==> config.mk <==
export PLATFORM = sky130hd
export DESIGN_NAME = div_exception_monitor
export DESIGN_NICKNAME = d
export VERILOG_FILES = /design/src/rtl/div_exception_monitor.sv
export SDC_FILE = /design/constraint.sdc
export NUM_CORES = 1
export LEC_CHECK = 0
export ABC_CLOCK_PERIOD_IN_PS = 4750
export CAP_MARGIN = 15
export CORE_UTILIZATION = 30
export DETAILED_ROUTE_END_ITERATION = 6
export GPL_TIMING_DRIVEN = 0
export SLEW_MARGIN = 5
export SYNTH_ARGS = -nofsm -noshare
export SYNTH_HDL_FRONTEND = slang
export SYNTH_SLANG_ARGS = --single-unit
==> constraint.sdc <==
create_clock -name CLK -period 4.75 [get_ports CLK]
set_clock_uncertainty 0.15 [all_clocks]
set_input_delay 0.95 -clock CLK [delete_from_list [all_inputs] [get_ports CLK]]
set_output_delay 0.95 -clock CLK [all_outputs]
set_load 0.05 [all_outputs]
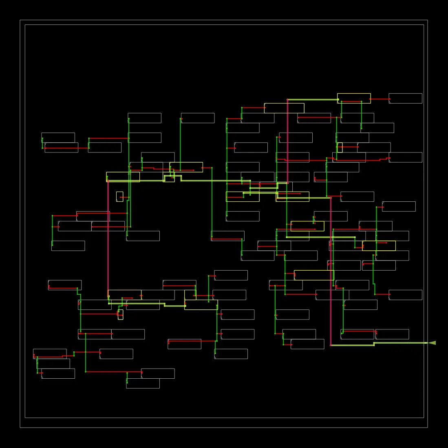
*Clock nets, run 1*
Latency at later pin: 0.34 ns
clkbuf count: 11
Num CTS Buffers: 9

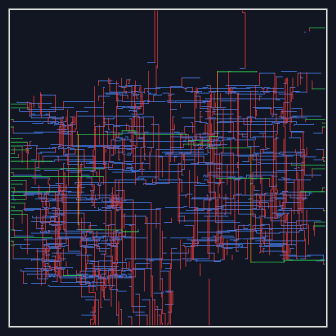
*Routed metal, one colour a layer, run 1*
[green] metal 3 | wire length: 410 um
[orange] metal 4 | wire length: 95.9 um
[red] metal 2 | wire length: 3720 um
[blue] metal 1 | wire length: 3750 um
WL/cell: 15.6 um
drt total wl: 7.98 mm
routed vias: 2454
GRT Overall Usage: 13.8%

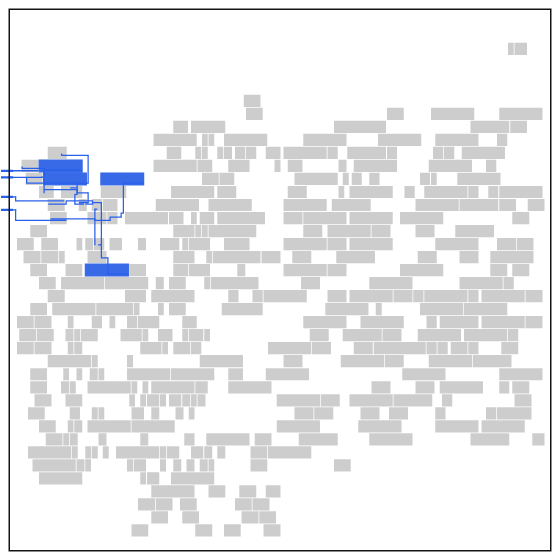
*Wires at chosen ports, followed through buffers, run 1*
[blue] ExcCount | bits: 4 | direction: output | edge: west | end cells: 4 | buffers: 4 | wire: 173 um
IO Port Bufs: 65
I/O pin count: 67

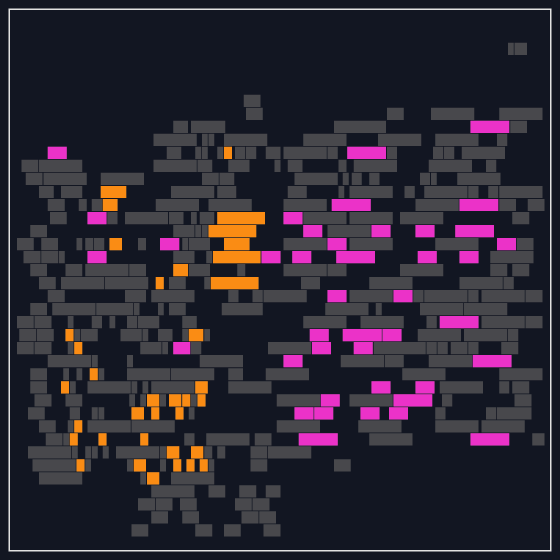
*Gate families picked out, run 1*
[magenta] multiplexers | cells: 41 | most used: mux2_1
[orange] inverting AOI/OAI gates | cells: 36 | most used: o21ai_0
Top cell excl fill/tap: dfrtp_1
fraction of standard cell area in multi-input logic: 33.6%
non-filler cells, final: 512

==> out/qor.yml <==
cts.clk_slew.worst_paths_ns: 0.06
leakagePower_nw: 2.18
wl_met1_mm: 3.75
nets: 403
fmax_mhz: 265
setup_tns_ns: 0
largest_reg_flops: 40
cts.repair.resized: 0
drv_cap: 0
reg2reg_depth: 9
dieHeight_um: 113
min_period_ns: 3.78
synth_seq_share_pct: 52.3
postPlaceCellArea_um2: 4540
regToRegSetupSlack_ns: 1.85
ys.flop_type: "dfrtp_1"
period_used_pct: 79.5
ys_warn_count: 0
setup_viol: 0
core_region_area_um2: 12000
grt_max_degree: 42
met2_length_mm: 3.72
avgSynthCellArea_um2: 13.0
fp.dieW_um: 113
yosys_register_bits: 77
power_density_nw_per_um2: 370
most_common_cell: "dfrtp_1"
route.detailed.drc: 0
hold_viol: 0
wl_met3_um: 409
warnings: 32
crit_required_ns: 3.65
cts.sinks: 77
fp-row-count: 40
min_path_type: "reg -> reg"
ys_chip_area_um2: 3680
h-tree-depth: 3
synth_area_leader_cell: "dfrtp_1"
grt.overflow.total: 0
area_growth_pct: 31.7
root_buffer: "clkbuf_16"
yosysUniqueCellTypes: 44
grt_pass1_vias: 2575
detail-route-antenna-nets: 0
final_cell_area_um2: 4850
worstPathArrival_ns: 2.68
n_antenna_cell: 0
setup_ws_ns: 0.975
top_area_share_pct: 52.3
endpoint_kind: "output port"
clk_path_buf_depth: 2
cts_setup_buffers: 0
slew_headroom_pct: 51.2
antenna_found_initial: 0
drt_iter0_markers: 82
cts_tree: "yes"
whs_ns: 0.315
yosys_cells: 283
startpoint_type: "flip-flop"
gp_congestion: 0.734
nFillCells: 1136
hpwl_mm: 5.71
path_max_fanout: 10
fp_util_pct: 30.7
maxSlewViolCount: 0
ir_worst_vdd_mv: 0.178
status: "completed"
die-area_um2: 12700
syn_inst: 283
final_util_pct: 40.4
edf_count: 0
syn-num-nets: 326
top_layer: "met4"
area_leaders: "dfrtp_1 52%, mux4_2 7.3%, mux2_1 4.9%"
async_flop_share_pct: 100
grt_pass1_wl_mm: 13.4
rsz0062_at_grt: "false"
hold_path_depth: 1
vias_per_cell: 4.79
common_cells: "77 x dfrtp_1, 32 x nand2_1, 17 x nor2b_1, 17 x o21ai_0, 16 x mux2_1"
netlist_area_um2: 3680
final_layout_size_suffix_gt1_share_pct: 17.8
postCtsHoldBufs: 0
run 1: placed cells by master (no fill, tap or decap), types with 8 or more instances in the layout:
| cell type | netlist | routed |
|---|---|---|
| mux2_2 | 12 | 12 |
| mux4_2 | 12 | 12 |
| o21ai_0 | 17 | 17 |
| o31ai_1 | 8 | 8 |
| clkdlybuf4s50_1 | 0 | 64 |
| nand2_1 | 32 | 32 |
| dfrtp_1 | 77 | 77 |
| mux2_1 | 16 | 16 |
| inv_1 | 8 | 8 |
| ha_1 | 10 | 10 |
| clkbuf_1 | 6 | 8 |
| clkbuf_16 | 0 | 9 |
| nor2b_1 | 17 | 17 |
| or2_2 | 8 | 8 |
run 1: metal layers:
layer  GRT usage (%)  vias up
li1                -     1165
met1            18.3     1225
met2            21.4       58
met3            4.34        6
met4            4.98        0
met5               0        -
run 1: logic make-up (layout without fill, tap and decap cells):
family | after synthesis | after routing | share of synthesized area (%)
compound gates | 38 | 38 | 9.37
xor+xnor | 7 | 7 | 1.66
buf+inv | 24 | 106 | 3.43
mux | 41 | 41 | 16.2
flops | 77 | 77 | 52.3
other cells | 1 | 1 | 0.102
fa+ha+maj | 11 | 11 | 3.94
simple gates | 84 | 84 | 13.0
run 1: stage by stage:
step | cells | power [mW]
floorplan | 283 | 0.957
global placement | 495 | 1.07
detailed placement | 496 | 1.08
CTS | 512 | 1.82
global route | 512 | 1.88
finish | 512 | 1.79
run 1: report_power, final:
group	leakage, nW	switching [mW]	internal (mW)
logic	0.970	0.202	0.143
clock network	0.154	0.268	0.462
registers	1.05	0.0300	0.689
run 1: final cells by class:
type	instances	area (um^2)	share of cell area, %
sequential	77	1930	39.7
multi-input combinational	182	1630	33.6
timing repair buffer	66	668	13.8
clock buffer	11	233	4.80
tap	147	184	3.79
buffer	16	96.3	1.99
clock inverter	5	82.6	1.70
inverter	8	30.0	0.619
run 1: critical path, cell delays in order (launching register included):
cell,delay (ns)
dfrtp_1,0.32
clkbuf_1,0.31
buf_2,0.42
mux4_2,0.57
clkdlybuf4s50_1,0.72
No activity file was given, so power comes from the tool's default toggle rates.
